### config.mk
export PLATFORM = sky130hd
export DESIGN_NAME = cosim_manifest_streamer_flat
export DESIGN_NICKNAME = d
export VERILOG_FILES = /design/src/rtl/cosim_manifest_streamer_if.sv /design/src/rtl/cosim_manifest_streamer.sv /design/src/flat_wrapper.sv
export SDC_FILE = /design/constraint.sdc
export NUM_CORES = 1
export LEC_CHECK = 0
export CAP_MARGIN = 15
export CORE_MARGIN = 10
export CORE_UTILIZATION = 54
export CTS_CLUSTER_SIZE = 8
export DETAILED_ROUTE_END_ITERATION = 8
export PLACE_DENSITY = 0.86
export REMOVE_ABC_BUFFERS = 1
export SYNTH_ARGS = -nofsm -noshare
export SYNTH_HDL_FRONTEND = slang
export SYNTH_SLANG_ARGS = --single-unit
### constraint.sdc
create_clock -name clk -period 6.2 [get_ports clk]
set_clock_uncertainty 0.05 [all_clocks]
set_input_delay 0.93 -clock clk [delete_from_list [all_inputs] [get_ports clk]]
set_output_delay 0.93 -clock clk [all_outputs]
set_load 0.01 [all_outputs]
### src/rtl/cosim_manifest_streamer_if.sv
// Command/response handshake bundle for the cosim manifest streamer.
// Master issues byte-addressed reads and consumes beats; slave serves them.
interface cosim_manifest_streamer_if #(
    parameter int ADDR_WIDTH = 32,
    parameter int BEAT_BYTES = 8
);
    logic                    cmd_valid;
    logic                    cmd_ready;
    logic [ADDR_WIDTH-1:0]   cmd_addr;
    logic                    cmd_stream;
    logic                    resp_valid;
    logic                    resp_ready;
    logic [8*BEAT_BYTES-1:0] resp_data;
    logic                    resp_last;
    logic                    resp_err;

    modport master (
        output cmd_valid, cmd_addr, cmd_stream, resp_ready,
        input  cmd_ready, resp_valid, resp_data, resp_last, resp_err
    );

    modport slave (
        input  cmd_valid, cmd_addr, cmd_stream, resp_ready,
        output cmd_ready, resp_valid, resp_data, resp_last, resp_err
    );
endinterface

### src/rtl/cosim_manifest_streamer.sv
// Serves a snapshotted compressed manifest plus a 4-beat header
// over a command/response stream, tracking manifest generations.
module cosim_manifest_streamer #(
    parameter int          COMPRESSED_MANIFEST_SIZE = 1,
    parameter int unsigned ESI_VERSION              = 1,
    parameter int          BEAT_BYTES               = 8,
    parameter int          ADDR_WIDTH               = 32
) (
    input  logic clk,
    input  logic rst_n,
    input  logic [COMPRESSED_MANIFEST_SIZE-1:0][7:0] compressed_manifest,
    cosim_manifest_streamer_if.slave bus,
    output logic [31:0] generation,
    output logic        busy
);
    localparam int SIZE = COMPRESSED_MANIFEST_SIZE;
    localparam int BB   = BEAT_BYTES;
    localparam int W    = 8 * BB;
    localparam int SH   = $clog2(BB);
    localparam int N    = (SIZE + BB - 1) / BB;
    localparam logic [ADDR_WIDTH-1:0] LAST = ADDR_WIDTH'(3 + N);

    typedef enum logic [1:0] {IDLE, SINGLE, STREAM} state_t;

    state_t                    state;
    logic [ADDR_WIDTH-1:0]     cur_b;
    logic [ADDR_WIDTH-1:0]     sel_b;
    logic [SIZE-1:0][7:0]      snap;
    logic [SIZE-1:0][7:0]      sel_snap;
    logic [N*BB-1:0][7:0]      padded;
    logic [31:0]               sel_gen;
    logic [63:0]               hdr;
    logic [W-1:0]              sel_data;
    logic                      sel_err;
    logic                      change;
    logic                      hs;

    assign bus.cmd_ready = (state == IDLE);
    assign busy          = ~bus.cmd_ready;
    assign change        = (compressed_manifest != snap);
    assign hs            = bus.resp_valid && bus.resp_ready;

    // In IDLE the beat is built from the post-update snapshot so a
    // change and an accept in the same cycle serve the new manifest.
    always_comb begin
        sel_b    = (state == IDLE) ? (bus.cmd_addr >> SH)
                                   : (cur_b + ADDR_WIDTH'(1));
        sel_snap = (state == IDLE && change) ? compressed_manifest : snap;
        sel_gen  = (state == IDLE && change) ? generation + 32'd1
                                             : generation;
        padded = '0;
        for (int k = 0; k < SIZE; k++) begin
            padded[k] = sel_snap[k];
        end
        hdr = '0;
        if (sel_b == ADDR_WIDTH'(0)) begin
            hdr = 64'(ESI_VERSION);
        end else if (sel_b == ADDR_WIDTH'(1)) begin
            hdr = 64'(COMPRESSED_MANIFEST_SIZE);
        end else if (sel_b == ADDR_WIDTH'(2)) begin
            hdr = 64'(sel_gen);
        end
        sel_data = hdr[W-1:0];
        for (int i = 0; i < N; i++) begin
            if (sel_b == ADDR_WIDTH'(4 + i)) begin
                sel_data = padded[i*BB +: BB];
            end
        end
        sel_err = (sel_b > LAST);
    end

    always_ff @(posedge clk) begin
        if (!rst_n) begin
            state          <= IDLE;
            cur_b          <= '0;
            snap           <= '0;
            generation     <= '0;
            bus.resp_valid <= 1'b0;
            bus.resp_data  <= '0;
            bus.resp_last  <= 1'b0;
            bus.resp_err   <= 1'b0;
        end else begin
            case (state)
                IDLE: begin
                    if (change) begin
                        snap       <= compressed_manifest;
                        generation <= generation + 32'd1;
                    end
                    if (bus.cmd_valid) begin
                        cur_b          <= sel_b;
                        bus.resp_valid <= 1'b1;
                        bus.resp_data  <= sel_data;
                        bus.resp_err   <= sel_err;
                        bus.resp_last  <= !bus.cmd_stream || sel_err
                                          || (sel_b == LAST);
                        state <= (bus.cmd_stream && !sel_err) ? STREAM
                                                              : SINGLE;
                    end
                end
                SINGLE: begin
                    if (hs) begin
                        bus.resp_valid <= 1'b0;
                        state          <= IDLE;
                    end
                end
                STREAM: begin
                    if (hs) begin
                        if (cur_b == LAST) begin
                            bus.resp_valid <= 1'b0;
                            state          <= IDLE;
                        end else begin
                            cur_b         <= sel_b;
                            bus.resp_data <= sel_data;
                            bus.resp_err  <= sel_err;
                            bus.resp_last <= (sel_b == LAST);
                        end
                    end
                end
                default: state <= IDLE;
            endcase
        end
    end
endmodule

### src/flat_wrapper.sv
// flat-port wrapper written by rule: the top's interface ports become plain ports
module cosim_manifest_streamer_flat 
#(
    parameter int          COMPRESSED_MANIFEST_SIZE = 1,
    parameter int unsigned ESI_VERSION              = 1,
    parameter int          BEAT_BYTES               = 8,
    parameter int          ADDR_WIDTH               = 32
)
  (clk, rst_n, compressed_manifest, generation, busy, bus_cmd_valid, bus_cmd_addr, bus_cmd_stream, bus_resp_ready, bus_cmd_ready, bus_resp_valid, bus_resp_data, bus_resp_last, bus_resp_err);
  cosim_manifest_streamer_if #(.ADDR_WIDTH(ADDR_WIDTH), .BEAT_BYTES(BEAT_BYTES)) bus_i ();
  input  logic clk;
  input  logic rst_n;
  input  logic [COMPRESSED_MANIFEST_SIZE-1:0][7:0] compressed_manifest;
  output logic [31:0] generation;
  output logic busy;
  input wire logic [$bits(bus_i.cmd_valid)-1:0] bus_cmd_valid;
  input wire logic [$bits(bus_i.cmd_addr)-1:0] bus_cmd_addr;
  input wire logic [$bits(bus_i.cmd_stream)-1:0] bus_cmd_stream;
  input wire logic [$bits(bus_i.resp_ready)-1:0] bus_resp_ready;
  output wire logic [$bits(bus_i.cmd_ready)-1:0] bus_cmd_ready;
  output wire logic [$bits(bus_i.resp_valid)-1:0] bus_resp_valid;
  output wire logic [$bits(bus_i.resp_data)-1:0] bus_resp_data;
  output wire logic [$bits(bus_i.resp_last)-1:0] bus_resp_last;
  output wire logic [$bits(bus_i.resp_err)-1:0] bus_resp_err;
  assign bus_i.cmd_valid = bus_cmd_valid;
  assign bus_i.cmd_addr = bus_cmd_addr;
  assign bus_i.cmd_stream = bus_cmd_stream;
  assign bus_i.resp_ready = bus_resp_ready;
  assign bus_cmd_ready = bus_i.cmd_ready;
  assign bus_resp_valid = bus_i.resp_valid;
  assign bus_resp_data = bus_i.resp_data;
  assign bus_resp_last = bus_i.resp_last;
  assign bus_resp_err = bus_i.resp_err;
  cosim_manifest_streamer #(.COMPRESSED_MANIFEST_SIZE(COMPRESSED_MANIFEST_SIZE), .ESI_VERSION(ESI_VERSION), .BEAT_BYTES(BEAT_BYTES), .ADDR_WIDTH(ADDR_WIDTH)) u_core (.clk(clk), .rst_n(rst_n), .compressed_manifest(compressed_manifest), .bus(bus_i), .generation(generation), .busy(busy));
endmodule
Fig. 1: run 1, floorplan with the power grid
Scale bar: 50 um. Pins as bars on the die edge. Tap cells in grey.
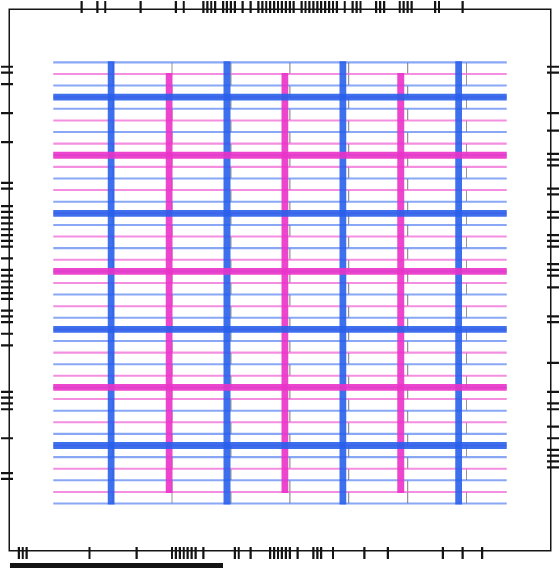
- blue: VSS
- magenta: VDD
- tap cells: 140
- signal pins: 146
- met1 rails: 39
Core ar.: 11,000 um^2
Worst VDD drop: 0.000197 V

Fig. 2: run 1, port wiring
Scale bar: 50 um.
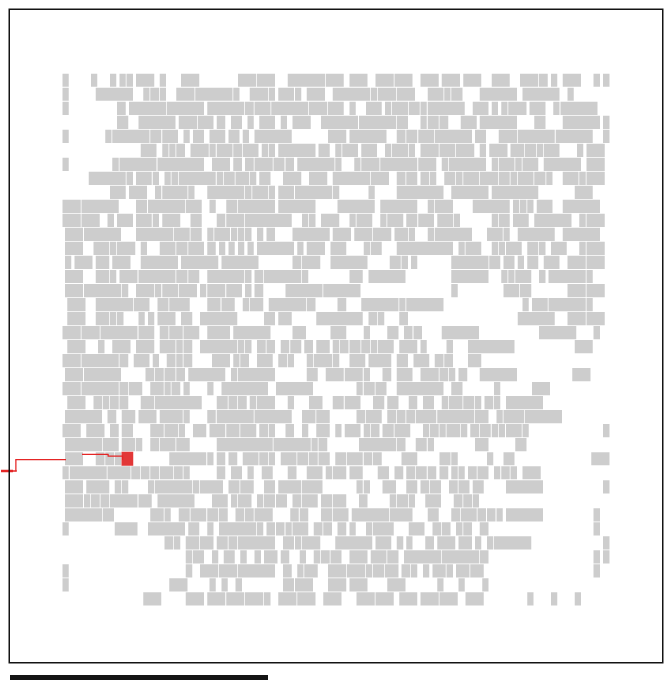
- red: `bus_cmd_valid` (direction input; edge left; end cells 1; buffers 1; wire 21.4 um)
number of port buffers: 110
# IOs: 146

Fig. 3: run 1, cell classes on the final placement
Fill, decap, tap and diode cells in grey.
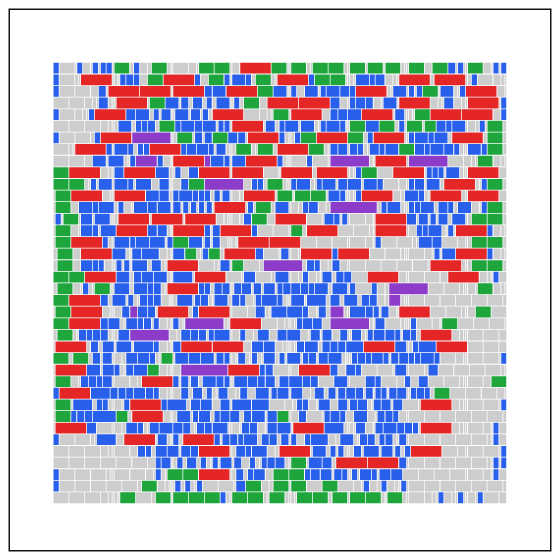
- green: other buffers and delay cells (cells 119; share of their area 16%)
- blue: all other logic (cells 630; share of their area 50%)
- red: flip-flops (cells 109; share of their area 30%)
- purple: clock drivers and dummy loads (cells 16; share of their area 4.4%)
fin util: 68.0%
post-route cell area: 7460 um^2
flop share of the area: 29.2%

==> impl_metrics.toml, run 1 <==
# flow metrics
[worst_setup_path]
crit_path_end = "u_core.bus.resp_data[31]"
worst_r2r_endpoint = "u_core.bus.resp_data[31]"
critPathKind = "reg -> reg"
cp-startpoint = "u_core.cur_b[2]"
timing.rr.start = "u_core.cur_b[2]"
path_buffers = 0
path_cells = "nand3_2 > or4_1 > nor4_1 > xor2_1 > a221oi_1 > and4_1 > nand3_2 > or3_4 > o21ai_0"
critical_path.max_fanout = 24
slowest_delay_ns = 0.80
cp.arrival_ns = 4.42
cp.depth = 9
critPathMostFrequentCell = "nand3_2"
ff2ff_path_depth = 9
required_ns = 6.42

[synth]
synthTopLogicFamily = "simple AND/OR/NAND/NOR gates"
syn_area_um2 = 6130
most_common_cell = "nand2_1"
synth_cell_type_count = 67
aoi_share_pct = 17.4
simple_gate_share_pct = 26.0
yosysWarnings = 0
async_flop_share_pct = 0
adder_share_pct = 1.43
xor_share_pct = 7.43
syn_inst = 790
synthTopCellsByCount = "nand2_1 (112), dfxtp_1 (109), nor2_1 (66)"
ys_area_um2 = 6130
edf_count = 0

[run_status]
outcome = "complete, no violations"

[final_layout]
ff_count = 109
stdcell_count = 1014
buffer_area_share_pct = 15.7
drive_gt1_share_pct = 6.64
clock_buffers = 11
comb_area_share_pct = 46.6
inv_count = 37
nFillCells = 905
lay_top_cells = "nand2_1 (112), clkdlybuf4s50_1 (110), dfxtp_1 (109), nor2_1 (65), o21ai_0 (42)"
largestClassByArea = "combinational gates"
buffers = 119
nMultiInputCombCells = 593

[power]
seqPwrFrac_pct = 44.4
finalPower_mw = 1.81
clk-power_mw = 0.626
p_seq_mw = 0.805
power.group.top = "sequential cells"
switchingPower_mw = 0.551
swShare_pct = 30.4
power_density_nw_per_um2 = 243

[grt]
grt.busiest_layer = "met2"
overflow = 0
met3_usage_pct = 5.87
grt_first_pass_wirelength_um = 27000
grtUsageMet1_pct = 24.9
antenna_found_initial = 0
grtUsageMet2_pct = 31.9
grt_max_degree = 76

[clock_tree]
cts_resized = 0
clkTransAtPathRegs_ns = 0.07
htreeDepth = 3
hold_buffers = 0
cts_buffers = 9
clock_path_buffers = 2
cts_tree = "built"

[detailed_routing]
wl_per_cell_um = 16.3
wl_met3_um = 1390
wl_met1_um = 7140
routed-wl-met2_um = 7650
top_layer_used = "met4"
drc = 0
vias = 5704
ant_nets = 0

[timing]
finalWorstSetupSlack_ns = 2.00
setup_violations = 0
fin_crit_sh_pct = 67.7
min_period_ns = 4.20
drv_slew = 0
hold_violations = 0
tightest_slew_ns = 0.831

[hold_path]
hp-start = "u_core.bus.resp_data[22]"
hold_path_end = "u_core.bus.resp_data[22]"
hold_class = "reg -> reg"
holdPathStages = 2

[placement]
dp.cells = 998
gp_congestion = 0.926
place_area_um2 = 7140

[floorplan]
die_w_um = 127
tapCellCount = 140
rows = 38
==> run 2, diff against run 1 <==
--- a/config.mk
+++ b/config.mk
@@ -7,10 +7,10 @@
 export LEC_CHECK = 0
 export CAP_MARGIN = 15
 export CORE_MARGIN = 10
-export CORE_UTILIZATION = 54
+export CORE_UTILIZATION = 46
 export CTS_CLUSTER_SIZE = 8
 export DETAILED_ROUTE_END_ITERATION = 8
-export PLACE_DENSITY = 0.86
+export PLACE_DENSITY = 0.78
 export REMOVE_ABC_BUFFERS = 1
 export SYNTH_ARGS = -nofsm -noshare
 export SYNTH_HDL_FRONTEND = slang
==> constraint.sdc (replaced) <==
create_clock -name clk -period 3.5 [get_ports clk]
set_clock_uncertainty 0.05 [all_clocks]
set_input_delay 0.525 -clock clk [delete_from_list [all_inputs] [get_ports clk]]
set_output_delay 0.525 -clock clk [all_outputs]
set_load 0.01 [all_outputs]
Fig. 4: run 2, cell classes on the final placement
Fill, decap, tap and diode cells in grey.
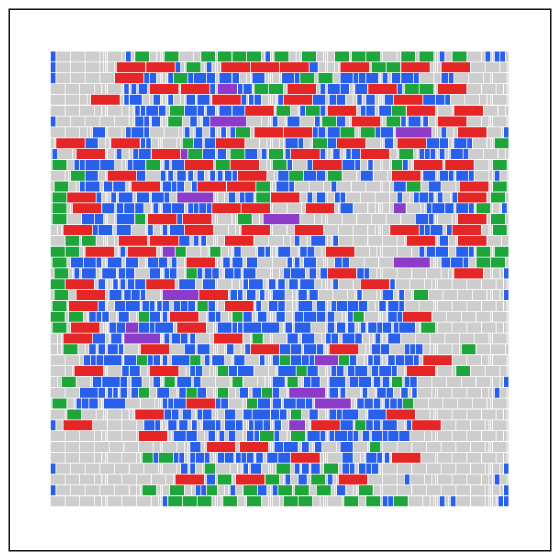
- red: flip-flops (cells 109; share of their area 29%)
- blue: all other logic (cells 630; share of their area 49%)
- green: other buffers and delay cells (cells 143; share of their area 18%)
- purple: clock drivers and dummy loads (cells 16; share of their area 4.0%)
flop share of the area: 28.4%
post-route cell area: 7680 um^2

==> run 2 against run 1 <==
Clock-buffer cell count shrank 1. Highest routed layer unchanged. Global-route usage down 1.2 points. Sequential power up 75%. Worst setup slack got worse by 1.9 ns. Area after synthesis is the same. Die area up 15%. Largest cell class unchanged. Total power is 75% higher. Via count up 2.5%. Cell area is 2.9% higher. Critical endpoint is now u_core.bus.resp_data[8].
==> impl_metrics.toml, run 2 <==
# flow metrics
[worst_setup_path]
path_cells = "nand4_2 > or4_1 > buf_4 > or4_1 > a31oi_1 > a221oi_1 > and4_1 > nand3_2 > or3_4 > o21ai_0"
cp.arrival_ns = 3.57
critPathMostFrequentCell = "or4_1"
critPathKind = "reg -> reg"
timing.rr.start = "u_core.cur_b[8]"
required_ns = 3.68
path_buffers = 1
cp.depth = 10
critical_path.max_fanout = 24
cpLargestDelayFamily = "simple AND/OR/NAND/NOR gates"
r2r_slack_ns = 0.12
worst_r2r_endpoint = "u_core.bus.resp_data[8]"
cp-startpoint = "u_core.cur_b[8]"
slowest_delay_ns = 0.59
crit_path_end = "u_core.bus.resp_data[8]"
startpoint_type = "flip-flop"
cp-end-kind = "flip-flop"
ff2ff_path_depth = 10
slowest_stage = "or4_1"

[power]
switchingPower_mw = 1.03
vdd_drop_max_v = 0.000245
power.group.top = "sequential cells"
clk-power_mw = 1.02
p_comb_mw = 0.731
p_leak_nw = 2.88
p_int_mw = 2.13
pwr-share-clk_pct = 32.3
p_seq_mw = 1.41
power_density_nw_per_um2 = 412
p_comb_share_pct = 23.1
swShare_pct = 32.7
seqPwrFrac_pct = 44.5
finalPower_mw = 3.16

[floorplan]
io_pins = 146
rows = 42
initCoreUtil_pct = 46.6
tapCellCount = 176
die_w_um = 135
core_area_um2 = 13100
die_area_um2 = 18300

[grt]
grt_first_pass_wirelength_um = 28100
grtUsageMet1_pct = 23.6
met3_usage_pct = 3.34
grt_max_degree = 41
grtUsageMet2_pct = 30.6
grt_pass1_vias = 5615
antenna_found_initial = 0
grt.busiest_layer = "met2"
overflow = 0

[synth]
most_common_cell = "nand2_1"
ys_cells = 790
ys_area_um2 = 6130
edf_count = 0
synthTopCellsByCount = "nand2_1 (112), dfxtp_1 (109), nor2_1 (66)"
area_leaders = "dfxtp_1 (36%), nand2_1 (6.9%), xnor2_1 (4.3%)"
ff_type = "dfxtp_1"
synth_flops = 109
ys_sh_mux_pct = 2.33
xor_share_pct = 7.43
async_flop_share_pct = 0
top_area_cell = "dfxtp_1"
simple_gate_share_pct = 26.0
syn_area_um2 = 6130
synth_cell_type_count = 67
syn_inst = 790
aoi_share_pct = 17.4
synthTopLogicFamily = "simple AND/OR/NAND/NOR gates"
yosysWarnings = 0
ys_seq_share_pct = 35.6
adder_share_pct = 1.43

[clock_tree]
clkTransAtPathRegs_ns = 0.08
cts_buffers = 9
cts_resized = 0
cts_setup_buffers = 0
clk_latency_ns = 0.36
hold_buffers = 0
cts_tree = "built"
cts.sinks = 109
htreeDepth = 3
clock_path_buffers = 2

[final_layout]
clock_buffers = 10
clock_area_share_pct = 3.88
n_antenna_cell = 0
fin_util_pct = 58.4
buffers = 143
inv_count = 37
ff_count = 109
comb_area_share_pct = 45.5
lay_top_cells = "nand2_1 (112), clkdlybuf4s50_1 (110), dfxtp_1 (109), nor2_1 (65), o21ai_0 (42)"
buffer_area_share_pct = 17.6
drive_gt1_share_pct = 9.58
largestClassByArea = "combinational gates"
layout.cells.most_common = "nand2_1"
multiInputGateArea_um2 = 3490
nFillCells = 1223
nMultiInputCombCells = 593
stdcell_count = 1074
reg.largest.list = "u_core.bus.resp_data: 32 flops, u_core.cur_b: 32 flops, u_core.generation: 32 flops"

[hold_path]
hold_path_end = "u_core.bus.resp_data[19]"
holdPathStages = 2
hp-start = "u_core.bus.resp_data[19]"
hold_class = "reg -> reg"

[timing]
hold_slack_ns = 0.404
finalWorstSetupSlack_ns = 0.115
min_period_ns = 3.38
setup_violations = 0
tns_ns = 0
slew_headroom_pct = 54.6
tightest_slew_ns = 0.678
rsz0062_at_grt = "true"
fin_crit_sh_pct = 96.7
drv_slew = 0
hold_violations = 0
fmax_mhz = 295

[placement]
gp_congestion = 0.945
dpl.hpwl_um = 13000
dp.cells = 1058
place_area_um2 = 7360
port_buffers = 110

[detailed_routing]
routed-wl-met2_um = 8290
wirelength_um = 17500
vias = 5849
firstDrtPassIters = 7
wl_met3_um = 1180
wl_per_cell_um = 16.2
wl_met1_um = 7540
vias_per_cell = 5.45
ant_nets = 0
drc = 0
top_layer_used = "met4"

[run_status]
outcome = "complete, no violations"

[job]
tool_warnings = 33
Power is estimated from default activity; no workload was simulated.
